File: src/rtl/exec_pkg.sv
// rtl/exec_pkg.sv - opcode constants and op-class decode shared by the execute stage
package exec_pkg;

  localparam logic [5:0] OP_NOP  = 6'b000000;
  localparam logic [5:0] OP_LUI  = 6'b110000;
  localparam logic [5:0] OP_ADD  = 6'b001100;
  localparam logic [5:0] OP_ADDI = 6'b001000;
  localparam logic [5:0] OP_SUB  = 6'b010100;
  localparam logic [5:0] OP_SLL  = 6'b011100;
  localparam logic [5:0] OP_SLLI = 6'b011000;
  localparam logic [5:0] OP_SRL  = 6'b100100;
  localparam logic [5:0] OP_SRLI = 6'b100000;
  localparam logic [5:0] OP_SRA  = 6'b101100;
  localparam logic [5:0] OP_SRAI = 6'b101000;
  localparam logic [5:0] OP_J    = 6'b000010;
  localparam logic [5:0] OP_JAL  = 6'b000110;
  localparam logic [5:0] OP_JR   = 6'b001010;
  localparam logic [5:0] OP_JALR = 6'b001110;
  localparam logic [5:0] OP_BEQ  = 6'b010010;
  localparam logic [5:0] OP_BLE  = 6'b011010;
  localparam logic [5:0] OP_BEQI = 6'b110010;
  localparam logic [5:0] OP_BNEI = 6'b111010;
  localparam logic [5:0] OP_BLEI = 6'b100010;
  localparam logic [5:0] OP_BGEI = 6'b101010;
  localparam logic [5:0] OP_MUL  = 6'b110100;
  localparam logic [5:0] OP_DIV  = 6'b111100;
  localparam logic [5:0] OP_REM  = 6'b111000;

  typedef enum logic [1:0] {
    MD_MUL = 2'd0,
    MD_DIV = 2'd1,
    MD_REM = 2'd2
  } md_op_t;

  function automatic logic is_alu_op(input logic [5:0] ope);
    case (ope)
      OP_LUI, OP_ADD, OP_ADDI, OP_SUB, OP_SLL, OP_SLLI,
      OP_SRL, OP_SRLI, OP_SRA, OP_SRAI: return 1'b1;
      default:                          return 1'b0;
    endcase
  endfunction

  function automatic logic is_link_op(input logic [5:0] ope);
    return (ope == OP_JAL) || (ope == OP_JALR);
  endfunction

  function automatic logic is_branch_op(input logic [5:0] ope);
    case (ope)
      OP_J, OP_JAL, OP_JR, OP_JALR, OP_BEQ, OP_BLE,
      OP_BEQI, OP_BNEI, OP_BLEI, OP_BGEI: return 1'b1;
      default:                            return 1'b0;
    endcase
  endfunction

  function automatic logic is_md_op(input logic [5:0] ope);
    return (ope == OP_MUL) || (ope == OP_DIV) || (ope == OP_REM);
  endfunction

  function automatic md_op_t md_op_of(input logic [5:0] ope);
    case (ope)
      OP_DIV:  return MD_DIV;
      OP_REM:  return MD_REM;
      default: return MD_MUL;
    endcase
  endfunction

endpackage

File: src/rtl/muldiv_iter.sv
// rtl/muldiv_iter.sv - iterative shift-add multiplier and restoring divider, one bit per cycle
// Ports: clk/rst (sync, active-high); i_start/i_op/i_a/i_b/i_tag load a new op;
// o_busy high from the load edge until the result edge; o_done pulses one cycle
// with o_result/o_tag valid (both zero otherwise).
module muldiv_iter
  import exec_pkg::*;
#(
  parameter int DATA_W = 32,
  parameter int ADDR_W = 6
) (
  input  logic              clk,
  input  logic              rst,
  input  logic              i_start,
  input  md_op_t            i_op,
  input  logic [DATA_W-1:0] i_a,
  input  logic [DATA_W-1:0] i_b,
  input  logic [ADDR_W-1:0] i_tag,
  output logic              o_busy,
  output logic              o_done,
  output logic [DATA_W-1:0] o_result,
  output logic [ADDR_W-1:0] o_tag
);

  localparam int               CNT_W = $clog2(DATA_W + 1);
  localparam logic [CNT_W-1:0] LAST  = CNT_W'(DATA_W);

  logic              r_busy;
  logic              r_done;
  md_op_t            r_op;
  logic [CNT_W-1:0]  r_cnt;
  // r_x: multiplicand for MUL, dividend-in/quotient-out shift register for DIV/REM
  // r_y: multiplier for MUL, divisor magnitude for DIV/REM
  // r_acc: product accumulator for MUL, partial remainder for DIV/REM
  logic [DATA_W-1:0] r_x;
  logic [DATA_W-1:0] r_y;
  logic [DATA_W:0]   r_acc;
  logic              r_neg_q;
  logic              r_neg_r;
  logic              r_div0;
  logic [ADDR_W-1:0] r_tag;
  logic [DATA_W-1:0] r_result;
  logic [ADDR_W-1:0] r_tag_out;

  logic              w_a_neg;
  logic              w_b_neg;
  logic [DATA_W-1:0] w_a_mag;
  logic [DATA_W-1:0] w_b_mag;
  logic [DATA_W:0]   w_rem_shift;
  logic              w_fits;
  logic [DATA_W-1:0] w_acc_lo;
  logic [DATA_W-1:0] w_quot;
  logic [DATA_W-1:0] w_remv;
  logic [DATA_W-1:0] w_final;

  // Division runs on magnitudes; MUL keeps raw bits since the low half of the
  // product is the same for signed and unsigned operands.
  assign w_a_neg     = (i_op != MD_MUL) && i_a[DATA_W-1];
  assign w_b_neg     = (i_op != MD_MUL) && i_b[DATA_W-1];
  assign w_a_mag     = w_a_neg ? -i_a : i_a;
  assign w_b_mag     = w_b_neg ? -i_b : i_b;

  assign w_rem_shift = {r_acc[DATA_W-1:0], r_x[DATA_W-1]};
  assign w_fits      = (w_rem_shift >= {1'b0, r_y});
  assign w_acc_lo    = r_acc[DATA_W-1:0];
  assign w_quot      = r_neg_q ? -r_x : r_x;
  assign w_remv      = r_neg_r ? -w_acc_lo : w_acc_lo;

  // A zero divisor leaves quotient all-ones and remainder |a|; the remainder
  // sign fix already restores a, only the quotient needs forcing to all-ones.
  always_comb begin
    w_final = w_acc_lo;
    case (r_op)
      MD_DIV:  w_final = r_div0 ? '1 : w_quot;
      MD_REM:  w_final = w_remv;
      default: w_final = w_acc_lo;
    endcase
  end

  always_ff @(posedge clk) begin
    if (rst) begin
      r_busy    <= 1'b0;
      r_done    <= 1'b0;
      r_op      <= MD_MUL;
      r_cnt     <= '0;
      r_x       <= '0;
      r_y       <= '0;
      r_acc     <= '0;
      r_neg_q   <= 1'b0;
      r_neg_r   <= 1'b0;
      r_div0    <= 1'b0;
      r_tag     <= '0;
      r_result  <= '0;
      r_tag_out <= '0;
    end else begin
      r_done    <= 1'b0;
      r_result  <= '0;
      r_tag_out <= '0;
      if (i_start && !r_busy) begin
        r_busy  <= 1'b1;
        r_op    <= i_op;
        r_cnt   <= '0;
        r_acc   <= '0;
        r_x     <= w_a_mag;
        r_y     <= w_b_mag;
        r_neg_q <= w_a_neg ^ w_b_neg;
        r_neg_r <= w_a_neg;
        r_div0  <= (i_b == '0);
        r_tag   <= i_tag;
      end else if (r_busy) begin
        if (r_cnt == LAST) begin
          r_busy    <= 1'b0;
          r_done    <= 1'b1;
          r_result  <= w_final;
          r_tag_out <= r_tag;
        end else begin
          r_cnt <= r_cnt + CNT_W'(1);
          if (r_op == MD_MUL) begin
            if (r_y[0]) begin
              r_acc <= {1'b0, w_acc_lo + r_x};
            end
            r_x <= r_x << 1;
            r_y <= r_y >> 1;
          end else begin
            r_acc <= w_fits ? (w_rem_shift - {1'b0, r_y}) : w_rem_shift;
            r_x   <= {r_x[DATA_W-2:0], w_fits};
          end
        end
      end
    end
  end

  assign o_busy   = r_busy;
  assign o_done   = r_done;
  assign o_result = r_result;
  assign o_tag    = r_tag_out;

endmodule

File: src/rtl/alu_branch_unit.sv
// rtl/alu_branch_unit.sv - single-issue ALU, branch resolution and mul/div execute unit
// Ports: clk/rst (sync, active-high); in_valid/in_ready issue handshake with
// pc, ope, ds_val, dt_val, dd, imm, opr, pred_taken; alu_* 1-cycle ALU/link
// result; md_* mul/div result; b_* branch resolution; busy while mul/div runs.
module alu_branch_unit
  import exec_pkg::*;
#(
  parameter int DATA_W    = 32,
  parameter int PC_W      = 14,
  parameter int ADDR_W    = 6,
  parameter int LINK_ADDR = 31
) (
  input  logic              clk,
  input  logic              rst,
  input  logic              in_valid,
  output logic              in_ready,
  input  logic [PC_W-1:0]   pc,
  input  logic [5:0]        ope,
  input  logic [DATA_W-1:0] ds_val,
  input  logic [DATA_W-1:0] dt_val,
  input  logic [ADDR_W-1:0] dd,
  input  logic [15:0]       imm,
  input  logic [4:0]        opr,
  input  logic              pred_taken,
  output logic              alu_valid,
  output logic [ADDR_W-1:0] alu_addr,
  output logic [DATA_W-1:0] alu_dd_val,
  output logic              md_valid,
  output logic [ADDR_W-1:0] md_addr,
  output logic [DATA_W-1:0] md_dd_val,
  output logic              b_valid,
  output logic              b_is_hazard,
  output logic [PC_W-1:0]   b_addr,
  output logic              b_is_b_ope,
  output logic              b_is_branch,
  output logic [PC_W-1:0]   b_w_pc,
  output logic              busy
);

  localparam int SH_W = $clog2(DATA_W);

  logic              w_md_busy;
  logic              w_accept;
  logic              w_alu_wr;
  logic              w_link;
  logic              w_br;
  logic [DATA_W-1:0] w_imm_sext;
  logic [DATA_W-1:0] w_opr_sext;
  logic [DATA_W-1:0] w_opb;
  logic [SH_W-1:0]   w_shamt;
  logic [DATA_W-1:0] w_alu_res;
  logic [PC_W-1:0]   w_pc_inc;
  logic              w_taken;
  logic              w_is_b_ope;
  logic              w_is_jr;
  logic [PC_W-1:0]   w_b_target;
  logic              w_hazard;

  logic              r_alu_valid;
  logic [ADDR_W-1:0] r_alu_addr;
  logic [DATA_W-1:0] r_alu_dd_val;
  logic              r_b_valid;
  logic              r_b_is_hazard;
  logic [PC_W-1:0]   r_b_addr;
  logic              r_b_is_b_ope;
  logic              r_b_is_branch;
  logic [PC_W-1:0]   r_b_w_pc;

  assign w_accept   = in_valid & ~w_md_busy;
  assign w_link     = is_link_op(ope);
  assign w_alu_wr   = w_accept & (is_alu_op(ope) | w_link);
  assign w_br       = w_accept & is_branch_op(ope);

  assign w_imm_sext = DATA_W'($signed(imm));
  assign w_opr_sext = DATA_W'($signed(opr));
  // ope[2] separates register-register forms from their immediate twins
  assign w_opb      = ope[2] ? dt_val : w_imm_sext;
  assign w_shamt    = w_opb[SH_W-1:0];
  assign w_pc_inc   = pc + PC_W'(1);

  always_comb begin
    w_alu_res = '0;
    case (ope)
      OP_LUI:           w_alu_res = DATA_W'({imm, ds_val[15:0]});
      OP_ADD, OP_ADDI:  w_alu_res = ds_val + w_opb;
      OP_SUB:           w_alu_res = ds_val - w_opb;
      OP_SLL, OP_SLLI:  w_alu_res = ds_val << w_shamt;
      OP_SRL, OP_SRLI:  w_alu_res = ds_val >> w_shamt;
      OP_SRA, OP_SRAI:  w_alu_res = $signed(ds_val) >>> w_shamt;
      default:          w_alu_res = '0;
    endcase
  end

  // Unconditional jumps always count as taken.
  always_comb begin
    w_taken = 1'b0;
    case (ope)
      OP_J, OP_JAL, OP_JR, OP_JALR: w_taken = 1'b1;
      OP_BEQ:  w_taken = (ds_val == dt_val);
      OP_BLE:  w_taken = ($signed(ds_val) <= $signed(dt_val));
      OP_BEQI: w_taken = (ds_val == w_opr_sext);
      OP_BNEI: w_taken = (ds_val != w_opr_sext);
      OP_BLEI: w_taken = ($signed(ds_val) <= $signed(w_opr_sext));
      OP_BGEI: w_taken = ($signed(ds_val) >= $signed(w_opr_sext));
      default: w_taken = 1'b0;
    endcase
  end

  assign w_is_b_ope = (ope[5:4] != 2'b00);
  assign w_is_jr    = (ope == OP_JR) || (ope == OP_JALR);
  // Jumps redirect to ds; conditional branches to imm when taken, else fall through.
  assign w_b_target = !w_is_b_ope ? ds_val[PC_W-1:0]
                    : (w_taken ? imm[PC_W-1:0] : w_pc_inc);
  // Fetch already followed J/JAL; register jumps and mispredicts need a redirect.
  assign w_hazard   = w_is_jr | (w_is_b_ope & (w_taken ^ pred_taken));

  always_ff @(posedge clk) begin
    if (rst) begin
      r_alu_valid   <= 1'b0;
      r_alu_addr    <= '0;
      r_alu_dd_val  <= '0;
      r_b_valid     <= 1'b0;
      r_b_is_hazard <= 1'b0;
      r_b_addr      <= '0;
      r_b_is_b_ope  <= 1'b0;
      r_b_is_branch <= 1'b0;
      r_b_w_pc      <= '0;
    end else begin
      r_alu_valid   <= w_alu_wr;
      r_alu_addr    <= !w_alu_wr ? '0 : (w_link ? ADDR_W'(LINK_ADDR) : dd);
      r_alu_dd_val  <= !w_alu_wr ? '0 : (w_link ? DATA_W'(w_pc_inc) : w_alu_res);
      r_b_valid     <= w_br;
      r_b_is_hazard <= w_br & w_hazard;
      r_b_addr      <= w_br ? w_b_target : '0;
      r_b_is_b_ope  <= w_br & w_is_b_ope;
      r_b_is_branch <= w_br & w_taken;
      r_b_w_pc      <= w_br ? pc : '0;
    end
  end

  muldiv_iter #(
    .DATA_W (DATA_W),
    .ADDR_W (ADDR_W)
  ) u_muldiv (
    .clk      (clk),
    .rst      (rst),
    .i_start  (w_accept & is_md_op(ope)),
    .i_op     (md_op_of(ope)),
    .i_a      (ds_val),
    .i_b      (dt_val),
    .i_tag    (dd),
    .o_busy   (w_md_busy),
    .o_done   (md_valid),
    .o_result (md_dd_val),
    .o_tag    (md_addr)
  );

  assign busy        = w_md_busy;
  assign in_ready    = ~w_md_busy;
  assign alu_valid   = r_alu_valid;
  assign alu_addr    = r_alu_addr;
  assign alu_dd_val  = r_alu_dd_val;
  assign b_valid     = r_b_valid;
  assign b_is_hazard = r_b_is_hazard;
  assign b_addr      = r_b_addr;
  assign b_is_b_ope  = r_b_is_b_ope;
  assign b_is_branch = r_b_is_branch;
  assign b_w_pc      = r_b_w_pc;

endmodule
File: config.mk
export PLATFORM = sky130hd
export DESIGN_NAME = alu_branch_unit
export DESIGN_NICKNAME = d
export VERILOG_FILES = /design/src/rtl/exec_pkg.sv /design/src/rtl/muldiv_iter.sv /design/src/rtl/alu_branch_unit.sv
export SDC_FILE = /design/constraint.sdc
export NUM_CORES = 1
export LEC_CHECK = 0
export CAP_MARGIN = 20
export CORE_ASPECT_RATIO = 1.2
export CORE_UTILIZATION = 35
export DETAILED_ROUTE_END_ITERATION = 12
export PLACE_DENSITY_LB_ADDON = 0.25
export SYNTH_ARGS = -nofsm -noshare
export SYNTH_HDL_FRONTEND = slang
export SYNTH_SLANG_ARGS = --single-unit
File: constraint.sdc
create_clock -name clk -period 8.6 [get_ports clk]
set_input_delay 2.58 -clock clk [delete_from_list [all_inputs] [get_ports clk]]
set_output_delay 2.58 -clock clk [all_outputs]
set_load 0.01 [all_outputs]
clock_wires.png
Bar = 50 um.
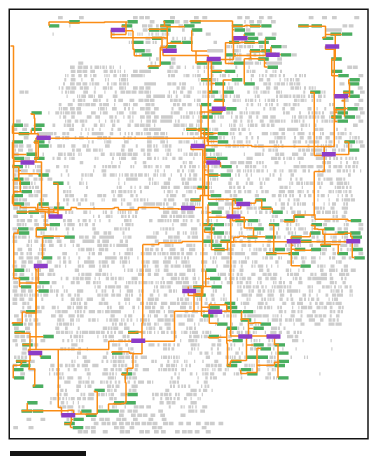
[orange] clock wires | length: 3,870 um
[green] flip-flops | count: 224
[purple] clock-net drivers | count: 27
flops lie: spread over the die
routed clock nets: 28

==> reports/metrics.csv <==
stage,metric,value,unit
run_status,status,"complete, no violations",
cts,post_cts resized,0,
synth,Post-Synth Adder-Cell Area,0.09629,
setup_path,worst r2r dst,u_muldiv.r_acc[26],
setup_path,Startpoint Class,input pin,
synth,Synth top cell by count,nor2_1,
global_route,vias in the first global route,23140,
global_route,largest net degree at the start of global routing,79,
setup_path,"Slowest-stage cell, CP",clkdlybuf4s50_1,
final_timing,# setup viols final,0,
placement,Post-DP HPWL,77230,um
synth,Syn Inst Count,3127,
hold_path,hold worst-path end,u_muldiv.r_tag[3],
synth,Mux area share,0.07486,
cts,TritonCTS clock tree,built,
final_timing,Tmin final,7125,ps
power_and_ir_drop,Cell Int Power,2.154,mW
setup_path,"delay-heaviest family, CP",simple AND/OR/NAND/NOR gates,
synth,register share after synthesis,0.1974,
synth,xor/xnor share,0.08984,
run,max-cap violations,0,
routing,DRT antenna net count,0,
synth,Synth area leader,dfxtp_1,
layout,Comb area,17100,um^2
layout,Comb gates,2591,
layout,dominant logic cell type in the layout,nor2_1,
cts,Sink Count,224,
layout,Non-clk invs,119,
power_and_ir_drop,LEAKAGE,10.23,nW
cts,root buffer cell,clkbuf_16,
final_timing,Hold Slack,451.1,ps
final_timing,RSZ-0062 raised after global routing,false,
power_and_ir_drop,Combinational Power Share,0.281,
synth,top cells by count,"nor2_1 (352), nand2_1 (349), a21oi_1 (294)",
layout,Top Layout Cells,"nor2_1 (352), nand2_1 (349), a21oi_1 (292), dfxtp_1 (224), clkdlybuf4s50_1 (224)",
die,I/O pin count,227,
power_and_ir_drop,clock power share,0.394,
final_timing,Tightest Pin Transition,1186,ps
setup_path,FF-to-FF setup slack,4520,ps
clock_nets.png
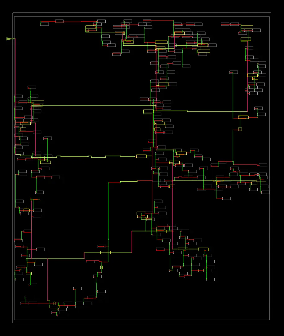
worst clock skew: 30.01 ps
Latency at later pin: 610 ps
Clk power: 1.28 mW
seq_cells: 224

==> tightest hold or removal path, delay by kind of cell, from the launching register on <==
family / cells / cell delay [ps]
AND-OR/OR-AND: 1 / 50
flip-flops: 1 / 310
AND/OR/NAND/NOR: 1 / 50
==> registers in the layout (all words and copies together) (netlist names), 2 cells and up <==
signal,cells
u_muldiv.r_acc,32
u_muldiv.o_tag,6
u_muldiv.r_op,2
b_addr,14
u_muldiv.r_cnt,6
u_muldiv.r_x,32
u_muldiv.r_y,32
alu_dd_val,32
u_muldiv.r_tag,6
u_muldiv.o_result,32
b_w_pc,14
alu_addr,6
==> per-layer routing <==
layer	vias to the layer above	track usage	part of all wire	wire length, um
met4	2	0.2213	0.087	8713
li1	11620	-	-	-
met3	326	0.04028	0.064	6377
met1	11410	0.3464	0.39	38730
met5	-	0	0.00010	10
met2	1069	0.4896	0.46	46190
==> metrics by stage <==
stage,utilization,instance area [um^2],instances
5_1_grt,0.4199,26740,4086
4_1_cts,0.4187,26670,4081
2_1_floorplan,-,22710,3127
3_3_place_gp,0.4033,25690,4032
6_report,0.4199,26740,4087
3_5_place_dp,0.4034,25690,4033
==> cell families after synthesis <==
| family | Yosys count |
|---|---|
| simple gates | 1055 |
| flops | 224 |
| mux | 155 |
| xor+xnor | 233 |
| fa+ha+maj | 173 |
| buf+inv | 312 |
| compound gates | 975 |
==> how the worst max path moves through the flow <==
stage,endpoint,start,depth (start not counted)
after floorplan,alu_dd_val[28],ope[2],27
after global placement,alu_dd_val[28],imm[1],22
after detailed placement,alu_dd_val[30],imm[1],23
after CTS,alu_dd_val[30],imm[1],23
after global routing,alu_dd_val[28],imm[1],22
final,alu_dd_val[31],imm[1],22
Power is estimated from default activity; no workload was simulated.
